[config.mk]
export PLATFORM = sky130hd
export DESIGN_NAME = micro_op_sequencer
export DESIGN_NICKNAME = d
export VERILOG_FILES = /design/src/rtl/micro_op_sequencer_pkg.sv /design/src/rtl/micro_op_sequencer_compactor.sv /design/src/rtl/micro_op_sequencer.sv
export SDC_FILE = /design/constraint.sdc
export NUM_CORES = 1
export LEC_CHECK = 0
export ABC_AREA = 1
export CAP_MARGIN = 5
export CORE_MARGIN = 2
export CORE_UTILIZATION = 40
export DETAILED_ROUTE_END_ITERATION = 16
export PLACE_DENSITY_LB_ADDON = 0.08
export SLEW_MARGIN = 0
export SYNTH_ARGS = -nofsm -noshare
export SYNTH_HDL_FRONTEND = slang
export SYNTH_SLANG_ARGS = --single-unit
[constraint.sdc]
create_clock -name clk -period 3.6 [get_ports clk]
set_input_delay 1.08 -clock clk [delete_from_list [all_inputs] [get_ports clk]]
set_output_delay 1.08 -clock clk [all_outputs]
set_load 0.03 [all_outputs]
[src/rtl/micro_op_sequencer_pkg.sv]
// Shared micro-op types for the decode-to-rename sequencer.
// Default group geometry: 2 lanes x 3 micro-ops = 6 input slots.
package micro_op_sequencer_pkg;
  localparam int DECODE_WIDTH_DEF = 2;
  localparam int MICRO_OP_MAX_NUM_DEF = 3;
  localparam int ALL_DECODED_MICRO_OP_WIDTH = DECODE_WIDTH_DEF * MICRO_OP_MAX_NUM_DEF;
  localparam int ALL_DECODED_MICRO_OP_WIDTH_BIT_SIZE = $clog2(ALL_DECODED_MICRO_OP_WIDTH);

  typedef struct packed {
    logic [7:0] opcode;
    logic       mid;
    logic       last;
    logic       split;
    logic       serialized;
  } OpInfo;

  typedef logic [ALL_DECODED_MICRO_OP_WIDTH-1:0] AllDecodedMicroOpPath;

  typedef enum logic {IDLE, DRAIN} MicroOpSeqState;

  typedef logic [ALL_DECODED_MICRO_OP_WIDTH_BIT_SIZE:0] MicroOpSeqPtr;
endpackage

[src/rtl/micro_op_sequencer_compactor.sv]
// Picks the (base+i)-th valid slot for each output lane.
// Slot ranks are a running popcount, so each lane matches at most one slot.
module micro_op_compactor
  import micro_op_sequencer_pkg::*;
#(
  parameter int LANES = 2,
  parameter int SLOTS = 6,
  parameter int PW    = 4
) (
  input  logic [SLOTS-1:0]  valid,
  input  OpInfo [SLOTS-1:0] mop,
  input  logic [PW-1:0]     base,
  output OpInfo [LANES-1:0] lane_mop
);
  logic [PW-1:0] rank;

  always_comb begin
    lane_mop = '0;
    rank     = '0;
    for (int s = 0; s < SLOTS; s++) begin
      for (int i = 0; i < LANES; i++)
        if (valid[s] && (rank == base + PW'(i)))
          lane_mop[i] = lane_mop[i] | mop[s];
      rank = rank + PW'(valid[s]);
    end
  end
endmodule

[src/rtl/micro_op_sequencer.sv]
// Drains one decoded micro-op group in program order, DECODE_WIDTH per cycle.
// RSD_MICRO_OP_BYPASS_EN enables same-cycle pass-through of groups arriving in IDLE.
module micro_op_sequencer
  import micro_op_sequencer_pkg::*;
#(
  parameter int DECODE_WIDTH     = 2,
  parameter int MICRO_OP_MAX_NUM = 3,
  parameter int ALL_WIDTH        = MICRO_OP_MAX_NUM * DECODE_WIDTH
) (
  input  logic                     clk,
  input  logic                     rst,
  input  logic                     flush,
  input  logic                     inValid,
  output logic                     inReady,
  input  logic [ALL_WIDTH-1:0]     inMopValid,
  input  OpInfo [ALL_WIDTH-1:0]    inMop,
  input  logic                     outReady,
  output logic [DECODE_WIDTH-1:0]  outValid,
  output OpInfo [DECODE_WIDTH-1:0] outMop,
  output logic                     outGroupEnd
);
  localparam int PW = $clog2(ALL_WIDTH) + 1;
  localparam logic [PW-1:0] DW = PW'(DECODE_WIDTH);

  MicroOpSeqState state, state_nx;
  logic [PW-1:0] ptr, ptr_nx, total, total_nx, in_total, base, tot, lanes, remain;
  logic [ALL_WIDTH-1:0] buf_valid, buf_valid_nx, src_valid;
  OpInfo [ALL_WIDTH-1:0] buf_mop, src_mop;
  logic accept, bypass, buf_load, active;

  always_comb begin
    in_total = '0;
    for (int s = 0; s < ALL_WIDTH; s++) in_total = in_total + PW'(inMopValid[s]);
  end

`ifdef RSD_MICRO_OP_BYPASS_EN
  assign bypass = (state == IDLE) && inValid && outReady && !flush && (in_total != '0);
`else
  assign bypass = 1'b0;
`endif

  // Bypass reads the incoming group directly; otherwise lanes come from the buffer.
  assign src_valid = bypass ? inMopValid : buf_valid;
  assign src_mop   = bypass ? inMop : buf_mop;
  assign base      = bypass ? '0 : ptr;
  assign tot       = bypass ? in_total : total;
  assign active    = !flush && ((state == DRAIN) || bypass);
  assign remain    = tot - base;
  assign lanes     = active ? ((remain > DW) ? DW : remain) : '0;

  micro_op_compactor #(.LANES(DECODE_WIDTH), .SLOTS(ALL_WIDTH), .PW(PW)) u_compactor (
    .valid(src_valid), .mop(src_mop), .base(base), .lane_mop(outMop)
  );

  always_comb begin
    for (int i = 0; i < DECODE_WIDTH; i++) outValid[i] = active && (base + PW'(i) < tot);
  end

  assign outGroupEnd = active && (base + DW >= tot);
  assign inReady     = !flush && ((state == IDLE) || ((state == DRAIN) && outReady && outGroupEnd));
  assign accept      = inValid && inReady;

  always_comb begin
    state_nx     = state;
    ptr_nx       = ptr;
    total_nx     = total;
    buf_valid_nx = buf_valid;
    buf_load     = 1'b0;
    if (flush) begin
      state_nx     = IDLE;
      ptr_nx       = '0;
      buf_valid_nx = '0;
    end else begin
      if ((state == DRAIN) && outReady) begin
        ptr_nx = ptr + lanes;
        if (outGroupEnd) state_nx = IDLE;
      end
      if (accept) begin
        buf_load     = 1'b1;
        buf_valid_nx = inMopValid;
        total_nx     = in_total;
        ptr_nx       = '0;
        state_nx     = (in_total == '0) ? IDLE : DRAIN;
        if (bypass) begin
          if (in_total <= DW) begin
            state_nx     = IDLE;
            buf_load     = 1'b0;
            buf_valid_nx = buf_valid;
            total_nx     = total;
          end else begin
            ptr_nx = DW;
          end
        end
      end
    end
  end

  always_ff @(posedge clk or posedge rst) begin
    if (rst) begin
      state     <= IDLE;
      ptr       <= '0;
      total     <= '0;
      buf_valid <= '0;
    end else begin
      state     <= state_nx;
      ptr       <= ptr_nx;
      total     <= total_nx;
      buf_valid <= buf_valid_nx;
    end
  end

  // Payload is qualified by buf_valid, so it needs no reset.
  always_ff @(posedge clk) begin
    if (buf_load) buf_mop <= inMop;
  end
endmodule

### Cell placement, run 1

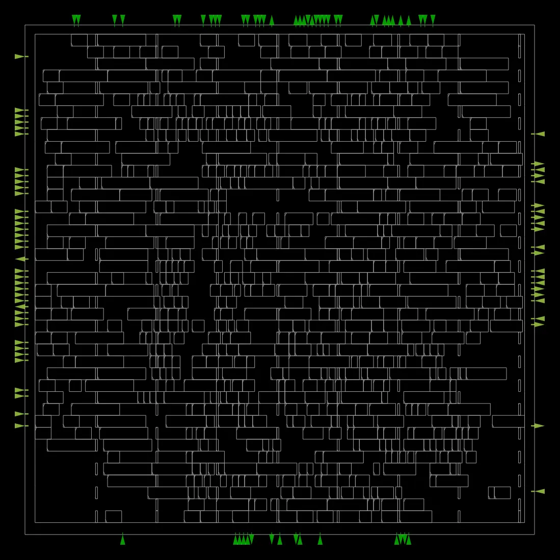
Layout Cells excl Fill: 877
filler instances: 978

### Pin placement, run 1

Drawn at 4 px/µm. Pins as bars across the die edge, other pins in grey.
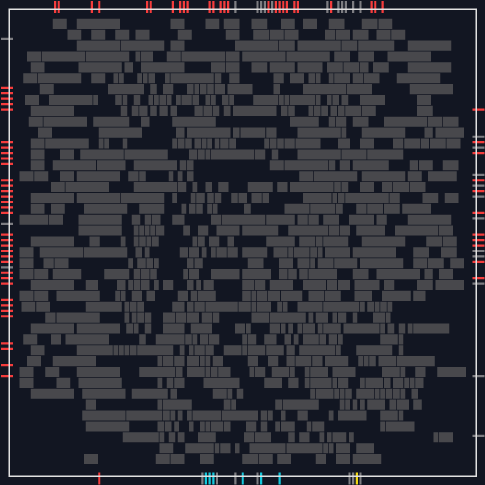
legend:
  cyan:
    port: `inMopValid`
    pins: 6
    direction: input
    edge: bottom
  yellow:
    port: `outGroupEnd`
    pins: 1
    direction: output
    edge: bottom
  red:
    port: `inMop`
    pins: 72
    direction: input
    edge: 34 left, 26 top, 11 right, 1 bottom
all pins by edge: 37 left, 37 top, 22 right, 15 bottom

### Wiring by layer, run 1

Drawn at 2 px/µm. Two of the layers only.
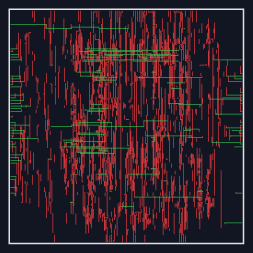
legend:
  red:
    layer: M2
    wire_length: 6830 µm
  green:
    layer: M3
    wire_length: 1070 µm

==> run 1: repair_timing <==
| item | CTS | global route |
|---|---|---|
| endpoints found under the hold margin | 0 | 0 |
| pin swaps | 7 | 12 |
| buffers inserted | 4 | 5 |
| cloned | 2 | 0 |
| gates resized | 41 | 30 |
| setup endpoints to repair | 25 | 26 |
==> run 1: layout make-up <==
| type | instances | share of cell area [%] |
|---|---|---|
| Sequential cell | 86 | 31.91 |
| Clock buffer | 9 | 2.859 |
| Timing Repair Buffer | 182 | 24.08 |
| Tap cell | 172 | 2.732 |
| Inverter | 57 | 2.732 |
| Clock inverter | 7 | 1.319 |
| Multi-Input combinational cell | 364 | 34.36 |
==> run 1: per-layer routing <==
metal	part of all wire [%]	vias up	GRT usage [%]
li1	-	2166	-
met1	46	2145	34.98
met2	44	201	34.88
met3	6.9	28	5.034
met4	2.3	0	8.413
met5	0	-	0
==> run 1: tightest hold or removal path, stage by stage, from the launching register on <==
cell	delay, ns
dfrtp_1	0.39
nand2_1	0.06
o21ai_0	0.06
==> run 1: registers in the layout, indices dropped and copies added (netlist names) <==
name       flops
buf_valid      6
base           4
tot            3
state          1
buf_mop       72
==> run 1: synthesized netlist by cell type (4+ instances only) <==
library cell    n
a21oi_1         6
a22oi_1         9
buf_2          12
buf_6           7
dfrtp_1        14
edfxtp_1       72
fa_1            7
ha_1           23
inv_1          53
nand2_1        68
nand2_2         4
nand3_1       100
nand4_1        14
nor2_1         57
o21ai_0        23
o21ai_1         5
xnor2_1        11
xor2_1          8
==> run 1: kinds of logic after synthesis <==
| logic type | Yosys count | share of synthesized area (%) |
|---|---|---|
| fa+ha+maj | 30 | 8.476 |
| xor+xnor | 21 | 3.941 |
| other cells | 1 | 0.07428 |
| flops | 86 | 49.76 |
| compound gates | 53 | 6.543 |
| simple gates | 259 | 23.82 |
| buf+inv | 80 | 7.385 |
==> run 1: report_power, final <==
group	total, µW	switching (µW)	internal (µW)	leakage (µW)
clock network	1040	420	619	0.000161
logic	1510	791	715	0.00230
registers	1250	71.9	1170	0.000852
total	3790	1280	2510	0.00332
==> run 1: how the worst max path moves through the flow <==
stage | start | endpoint | slack (ns) | cells after the start
after global routing | buf_valid[0] | outMop[18] | -0.97 | 14
final | buf_valid[0] | outMop[18] | -0.85 | 14
after global placement | buf_valid[2] | outMop[20] | -0.42 | 12
after detailed placement | buf_valid[2] | outMop[20] | -0.45 | 12
after CTS | buf_valid[0] | outMop[3] | -0.79 | 11
after floorplan | buf_valid[2] | outMop[17] | -0.24 | 11
==> run 1: metrics by stage <==
stage / setup TNS, ns / area (µm²) / hold WS, ns / util [%] / power [µW]
floorplan: -4.910 / 5389 / 0.4782 / - / 2032
global placement: -8.968 / 7149 / 0.5447 / 57.35 / 2609
detailed placement: -9.996 / 7149 / 0.5428 / 57.35 / 2634
CTS: -18.46 / 7725 / 0.5585 / 61.97 / 3777
global route: -21.02 / 7876 / 0.6097 / 63.18 / 3968
finish: -18.39 / 7876 / 0.5541 / 63.18 / 3790
==> impl_metrics.yaml, run 1 <==
# synthesis and place-and-route metrics
run_status:
  outcome: "complete, but fails checks"
  violations: "setup timing"
synth:
  top_cell_area_share_pct: 42.83
  synth_top_cell_by_area: "edfxtp_1"
  syn_inst: 530
  syn_area_um2: 5049
  syn-num-nets: 643
  synth_top_flop_cell: "edfxtp_1"
  synth-async-reset-ratio_pct: 16.28
  ys_ff: 86
  edf_count: 72
  ys_types: 42
  yosys_area_um2: 5049
  ys_warn_count: 0
  syn_avg_cell_area_um2: 9.526
  ys_seq_share_pct: 49.76
  synth.yosys.num_cells: 530
  topCellsByArea: "edfxtp_1 43%, nand3_1 9.9%, dfrtp_1 6.9%"
route:
  drc: 0
  wire_per_inst_um: 17.56
  drt-initial-drc-count: 505
  vias: 4540
  drtAntennaViolNets: 0
  dr.pass1.iters: 5
  routed_wl_um: 15400
  routed_via_density: 5.177
cells_and_area:
  logic_area_um2: 2706
  n_antenna_cell: 0
  layout_top_cell: "clkdlybuf4s50_1"
  mostFrequentLayoutCells: "82 x clkdlybuf4s50_1, 74 x nand3_1, 72 x edfxtp_1, 59 x buf_4, 52 x inv_1"
  nNetsFinal: 813
  drive_above_1_share_pct: 29.22
  area_growth_pct: 56.01
cts:
  root_buffer: "clkbuf_16"
  clock_latency_ns: 0.35
  cts_made_buffers: 9
  hold_buffers: 0
  cts.clk_slew.worst_paths_ns: 0.06
  clockBufferDepth: 2
  tritoncts: "yes"
  cts_htree_levels: 3
  cts.sinks: 86
die:
  die-area_um2: 13540
  die_h_um: 116.3
  die_x_um: 116.3
  floorplanUtilization_pct: 40.50
  io-pin-count: 111
  core-area_um2: 12470
setup_path:
  critPathMaxStageDelay_ns: 0.60
  critPathSlowestCell: "fa_2"
  worst_ep_arrival_time_ns: 3.37
  crit_fanout: 6
  reg2reg_from: "base[2]"
  cp.required_ns: 2.52
  cp-start-kind: "register"
  path_buffers: 5
  r2r_cells: 14
  r2r_slack_ns: 0.77
  r2r_end: "base[3]"
  critPathTopFamily: "adder cells"
  cp_cell_sequence: "fa_1 > ha_2 > fa_2 > buf_6 > nand3_4 > xnor2_2 > buf_4 > xnor2_2 > nor2_2 > buf_6 > buf_12 > nand2_2 > nand2_4 > buf_6"
  critPathCaptureType: "primary output"
  cpMostUsedCell: "buf_6"
  worst-setup-path-type: "register to primary output"
placement:
  port_buffers: 110
  dp.cells: 851
  pre_cts_ws_ns: -0.4529
  gp_congestion: 0.9229
  hpwl_um: 11440
timing:
  maxSlewViolCount: 0
  period_needed_ns: 4.449
  fmax_mhz: 224.8
  setup_ws_ns: -0.8491
  worstMarginPinSlew_ns: 0.6326
  fin_worst_skew_ns: 0.007537
  hold_violations: 0
  slew-limit-headroom_pct: 57.83
  grt_setup_unrepaired: "yes"
  setup_viol: 24
  min_period_over_period_pct: 123.6
flow_run:
  maxCapViolations: 0
  tool_warnings: 36
global_routing:
  grt_pass1_wl_um: 24130
  grt_overflow: 0
  first_global_vias: 4507
  grt_max_degree: 27
  antenna_found_initial: 0
  grtUsageTotal_pct: 23.81
min_path:
  hold_end: "tot[2]"
  hold_class: "register to register"
  whs_path_depth: 2
  hp-start: "tot[2]"
power_and_ir_drop:
  peakVddDrop_mv: 0.2707
  leakagePower_uw: 0.003316
  powerDensity_nw_per_um2: 481.2
==> run 1 -> run 2 <==
==> constraint.sdc (replaced) <==
create_clock -name clk -period 5.05 [get_ports clk]
set_input_delay 1.515 -clock clk [delete_from_list [all_inputs] [get_ports clk]]
set_output_delay 1.515 -clock clk [all_outputs]
set_load 0.03 [all_outputs]
### Wiring by layer, run 2

Drawn at 2 px/µm. Two of the layers only.
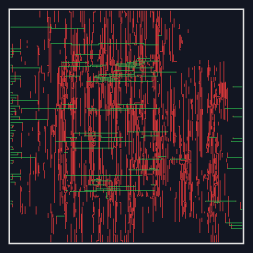
drt total wl: 14170 µm
wire per inst: 17.36 µm
total track usage: 22.00%

==> run 2 against run 1 <==
Compared with the run above:
- the flow now finishes without violations
- critical endpoint is now outMop[20]
- largest power group is now sequential cells
- register-to-register slack improved by 1.2 ns
- non-clock buffer count decreased by 60
- final cell count decreased by 7.0%
- clock skew decreased by 0.0018 ns
- core utilization decreased by 10 points
- critical path depth decreased by 1
- wire length decreased by 8.0%
- largest cell class is now flip-flops and latches
==> impl_metrics.yaml, run 2 <==
# synthesis and place-and-route metrics
cells_and_area:
  n_antenna_cell: 0
  drive_above_1_share_pct: 12.42
  largest_register: "buf_mop"
  area_growth_pct: 30.81
  nNetsFinal: 753
  largest_reg_flops: 72
  mostFrequentLayoutCells: "100 x nand3_1, 83 x clkdlybuf4s50_1, 72 x edfxtp_1, 66 x nand2_1, 57 x nor2_1"
  instances_no_fill: 816
  final_area_um2: 6604
route:
  drtAntennaViolNets: 0
  dr.pass1.iters: 5
  drc: 0
  routed_via_density: 5.154
setup_path:
  critPathCaptureType: "primary output"
  critPathMaxStageDelay_ns: 0.62
  path_buffers: 2
  cp.required_ns: 3.54
  cpMostUsedCell: "nand2_1"
  cp-start-kind: "register"
  crit_fanout: 6
  worst_ep_arrival_time_ns: 3.39
  cp_cell_sequence: "fa_1 > ha_2 > fa_2 > ha_4 > nand2_1 > nand2_1 > nor2_1 > o2111ai_1 > nor2_2 > buf_4 > nand2_1 > nand2_1 > buf_4"
  worst-setup-path-type: "register to primary output"
power_and_ir_drop:
  power_frac_comb_pct: 34.3
  switchingPower_uw: 780.0
  pwr-share-seq_pct: 39.3
  powerDensity_nw_per_um2: 343.3
  cell_internal_pwr_uw: 1487
  swShare_pct: 34.41
  leakagePower_uw: 0.002743
  peakVddDrop_mv: 0.1660
global_routing:
  grt_overflow: 0
  first_global_vias: 4222
  antenna_found_initial: 0
  grt_max_degree: 73
  grt_pass1_wl_um: 22190
min_path:
  hold_class: "register to register"
  whs_path_depth: 2
cts:
  cts.sinks: 86
  tritoncts: "yes"
  root_buffer: "clkbuf_16"
  cts_htree_levels: 3
  clock_latency_ns: 0.35
  cts.clk_slew.worst_paths_ns: 0.06
synth:
  top_cell_area_share_pct: 42.83
  ys_warn_count: 0
  syn_area_um2: 5049
  syn_inst: 530
  syn-num-nets: 643
  edf_count: 72
  ys_types: 42
  syn_avg_cell_area_um2: 9.526
  ys_seq_share_pct: 49.76
  yosysMostFrequentCell: "nand3_1"
  ys_ff: 86
  netlist_top_cells_count: "100 x nand3_1, 72 x edfxtp_1, 68 x nand2_1"
  synth-async-reset-ratio_pct: 16.28
timing:
  hold_ws_ns: 0.5664
  setup_ws_ns: 0.1490
  fin_worst_skew_ns: 0.005771
  fmax_mhz: 204.0
  min_period_over_period_pct: 97.05
  maxSlewViolCount: 0
  worstMarginPinSlew_ns: 1.296
  period_needed_ns: 4.901
  setup_viol: 0
  hold_violations: 0
placement:
  dp.cells: 800
  port_buffers: 110
  gp_congestion: 0.8456
  hpwl_um: 9836
  post_dp_cell_area_um2: 6302
flow_run:
  tool_warnings: 33
  maxCapViolations: 0
die:
  core-area_um2: 12470
  die_x_um: 116.3
  floorplanUtilization_pct: 40.50
  io-pin-count: 111
run_status:
  outcome: "finished clean"
[run 2: cell counts after synthesis]
Identical to the previous run, type by type.
[run 2: path summary, 6_finish.rpt]
path | start | endpoint | slack, ns
worst max-delay path | buf_valid[2] | outMop[20] | 0.15
worst min-delay path | tot[2] | tot[2] | 0.57
worst max register to register | base[1] | base[3] | 1.97
worst min register to register | tot[2] | tot[2] | 0.57
max in group asynchronous | rst | buf_valid[0] | 3.06
min in group asynchronous | rst | state | 1.55
[run 2: area by class of cell]
cell class	count	area (µm²)
timing repair buffer	122	1202
clock inverter	4	25.02
clock buffer	11	232.7
fill	1166	5862
sequential	86	2515
tap	172	215.2
inverter	57	215.2
multi-input combinational	364	2198
[run 2: cell families (layout without fill, tap and decap cells)]
kind of cell	after synthesis	count (layout)	synth area share (%)
adders and majority gates	30	30	8.476
other	1	1	0.07428
xor gates and xnor gates	21	21	3.941
AOI/OAI and AO/OA	53	53	6.543
DFF	86	86	49.76
buffers and inverters	80	194	7.385
and+or+nand+nor	259	259	23.82
[run 2: stage by stage]
step	TNS, ns	util, %
after global routing	-0.005591	52.98
final	0	52.98
after detailed placement	0	50.56
after CTS	0	52.62
after floorplan	0	-
after global placement	0	50.56
[run 2: what timing repair did]
item	4_1_cts	5_1_grt
resized	0	9
setup buffers	0	1
setup endpoints to repair	0	24
[run 2: power groups by stage]
| stage | clock network [µW] | registers (µW) | logic [µW] |
|---|---|---|---|
| CTS | 613 | 889 | 773 |
| detailed placement | 0 | 903 | 769 |
| floorplan | 0 | 883 | 481 |
| global route | 643 | 897 | 858 |
| finish | 598 | 890 | 779 |
| global placement | 0 | 902 | 758 |
[run 2: metal layers]
layer / track usage [%] / vias to the layer above / share of wire, %
met5: 0 / - / 0
met1: 29.28 / 1978 / 44
met3: 4.359 / 11 / 7.0
met4: 8.968 / 0 / 1.2
met2: 35.39 / 175 / 48
li1: - / 2042 / -
[run 2: tightest hold or removal path: cells and delay by family (launching register included)]
kind | cells | cell delay [ns]
flops | 1 | 0.40
simple gates | 1 | 0.07
compound gates | 1 | 0.06
==> run 2 -> run 3 <==
--- a/config.mk
+++ b/config.mk
@@ -10,7 +10,8 @@
 export CORE_MARGIN = 2
 export CORE_UTILIZATION = 40
 export DETAILED_ROUTE_END_ITERATION = 16
-export PLACE_DENSITY_LB_ADDON = 0.08
+export PLACE_DENSITY = 0.68
+export SETUP_SLACK_MARGIN = 0.4
 export SLEW_MARGIN = 0
 export SYNTH_ARGS = -nofsm -noshare
 export SYNTH_HDL_FRONTEND = slang
==> constraint.sdc (replaced) <==
create_clock -name clk -period 4.05 [get_ports clk]
set_input_delay 1.215 -clock clk [delete_from_list [all_inputs] [get_ports clk]]
set_output_delay 1.215 -clock clk [all_outputs]
set_load 0.03 [all_outputs]
### Cell placement, run 3

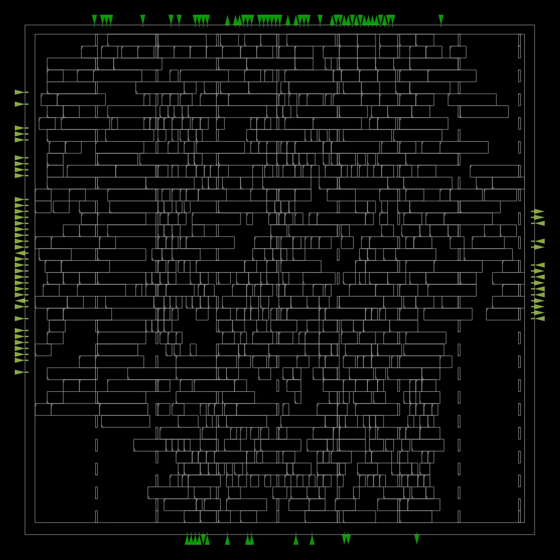
n_taps: 172
sequential cell area share: 32.30%
row cnt: 41
Final Core Density: 62.42%

==> run 3 against run 2 <==
Compared with the run above:
- via count is 8.7% higher
- non-clock buffer count is 43 higher
- clock-buffer cell count is 2 lower
- wire length is 11% higher
- the flow now finishes with violations (setup timing)
- highest routed layer unchanged
==> impl_metrics.yaml, run 3 <==
# synthesis and place-and-route metrics
synth:
  topCellsByArea: "edfxtp_1 43%, nand3_1 9.9%, dfrtp_1 6.9%"
  top_cell_area_share_pct: 42.83
  ys_seq_share_pct: 49.76
  ys_types: 42
  synth.yosys.num_cells: 530
  synth_top_cell_by_area: "edfxtp_1"
  syn-num-nets: 643
  ys_ff: 86
  syn_avg_cell_area_um2: 9.526
  synth-async-reset-ratio_pct: 16.28
  syn_area_um2: 5049
  edf_count: 72
  netlist_top_cells_count: "100 x nand3_1, 72 x edfxtp_1, 68 x nand2_1"
  syn_inst: 530
  ys_warn_count: 0
  yosysMostFrequentCell: "nand3_1"
setup_path:
  cp.required_ns: 2.83
  worst_ep_arrival_time_ns: 3.35
  critPathTopFamily: "adder cells"
  crit_fanout: 12
  critPathSlowestCell: "fa_1"
  cp_cell_sequence: "fa_1 > ha_2 > fa_2 > buf_4 > buf_4 > xor2_1 > nor2_1 > nand3_2 > buf_12 > nor2_1 > nor2_1 > buf_4 > nand3_4 > buf_12"
  critPathCaptureType: "primary output"
  path_buffers: 5
  cp-start-kind: "register"
power_and_ir_drop:
  peakVddDrop_mv: 0.2986
  swShare_pct: 33.61
  powerDensity_nw_per_um2: 443.9
  cell_internal_pwr_uw: 2293
placement:
  pre_cts_ws_ns: -0.1791
  gp_congestion: 0.8858
  port_buffers: 110
timing:
  tns_ns: -11.22
  fmax_mhz: 219.3
  hold_violations: 0
  min_period_over_period_pct: 112.6
  maxSlewViolCount: 0
  setup_viol: 24
  grt_setup_unrepaired: "yes"
  setup_ws_ns: -0.5100
  slew-limit-headroom_pct: 21.02
  worstMarginPinSlew_ns: 1.176
  period_needed_ns: 4.560
  hold_ws_ns: 0.5770
cells_and_area:
  fillers: 961
  ff_latch_area_um2: 2514
  logic_area_um2: 2715
  drive_above_1_share_pct: 27.62
  n_antenna_cell: 0
  largest_register: "buf_mop"
  layout_top_cell: "clkdlybuf4s50_1"
  final_area_um2: 7781
  area_growth_pct: 54.13
  mostFrequentLayoutCells: "81 x clkdlybuf4s50_1, 75 x nand3_1, 72 x edfxtp_1, 52 x inv_1, 49 x nor2_1"
  nNetsFinal: 796
route:
  routed_via_density: 5.319
  drc: 0
  wire_per_inst_um: 18.25
  routed_wl_um: 15690
  dr.pass1.iters: 5
global_routing:
  antenna_found_initial: 0
  grt_pass1_wl_um: 24260
  grt_overflow: 0
  first_global_vias: 4610
  grt_max_degree: 60
die:
  die_x_um: 116.3
  io-pin-count: 111
  die-area_um2: 13540
  floorplanUtilization_pct: 40.50
cts:
  clock_latency_ns: 0.35
  cts.sinks: 86
  cts_htree_levels: 3
  root_buffer: "clkbuf_16"
  hold_buffers: 0
  tritoncts: "yes"
flow_run:
  maxCapViolations: 0
run_status:
  violations: "setup timing"
  outcome: "complete, but fails checks"
min_path:
  hold_class: "register to register"
==> run 3: cell families after synthesis <==
group | count (synthesis) | synth area share (%)
AND/OR/NAND/NOR | 259 | 23.82
adder cells (fa/ha/maj) | 30 | 8.476
AND-OR/OR-AND | 53 | 6.543
flip-flops | 86 | 49.76
other | 1 | 0.07428
XOR/XNOR | 21 | 3.941
buffers and inverters | 80 | 7.385
==> run 3: metrics by stage <==
step / instances / power, µW
after floorplan: 530 / 1808
after global placement: 830 / 2303
after detailed placement: 830 / 2332
after CTS: 850 / 3411
after global routing: 860 / 3598
final: 860 / 3454
==> run 3: worst paths after layout <==
| kind | slack (ns) | cells after the start | from | end |
|---|---|---|---|---|
| max | -0.51 | 14 | buf_valid[2] | outMop[1] |
| min | 0.58 | 2 | buf_valid[3] | buf_valid[3] |
| max reg2reg | 1.27 | 14 | base[2] | base[3] |
| min reg2reg | 0.58 | 2 | buf_valid[3] | buf_valid[3] |
| max in group asynchronous | 2.42 | 2 | rst | base[0] |
| min in group asynchronous | 1.22 | 2 | rst | tot[2] |
==> run 3: layout make-up <==
| class | count | share of cell area (%) |
|---|---|---|
| tap | 172 | 2.766 |
| sequential | 86 | 32.30 |
| clock inverter | 7 | 1.624 |
| inverter | 57 | 2.814 |
| timing repair buffer | 165 | 22.70 |
| multi-input combinational | 364 | 34.89 |
| clock buffer | 9 | 2.894 |
==> run 3: layer usage <==
layer,vias up,global-route usage (%),wire length [µm]
met4,0,8.333,374
met1,2170,33.10,6742
met3,30,5.034,1283
li1,2135,-,-
met2,239,36.98,7293
met5,-,0,0
==> run 3: worst min-delay path, delay by kind of cell (launching register included) <==
kind	cells	cell delay [ns]
DFF	1	0.40
and+or+nand+nor	2	0.14
==> run 3: power by group through the flow <==
stage / Clock [µW] / Combinational, µW / Sequential (µW)
floorplan: 0 / 706 / 1100
global placement: 0 / 1190 / 1120
detailed placement: 0 / 1210 / 1120
CTS: 998 / 1310 / 1100
global route: 1030 / 1450 / 1120
finish: 990 / 1360 / 1110
==> run 3: what timing repair did <==
action	in CTS	in global routing
gates cloned	1	0
resized	45	28
pin swaps	9	11
endpoints found under the setup margin	27	27
buffers inserted	3	10

==> screenshots <==
I/O nets highlighted.
Drawn at 2 px/µm.
panel A
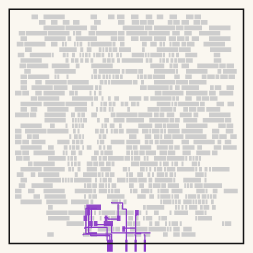
panel B
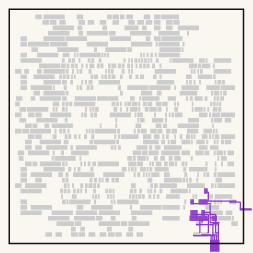
panel B -> run 2
panel A -> run 1

Power is estimated from default activity; no workload was simulated.
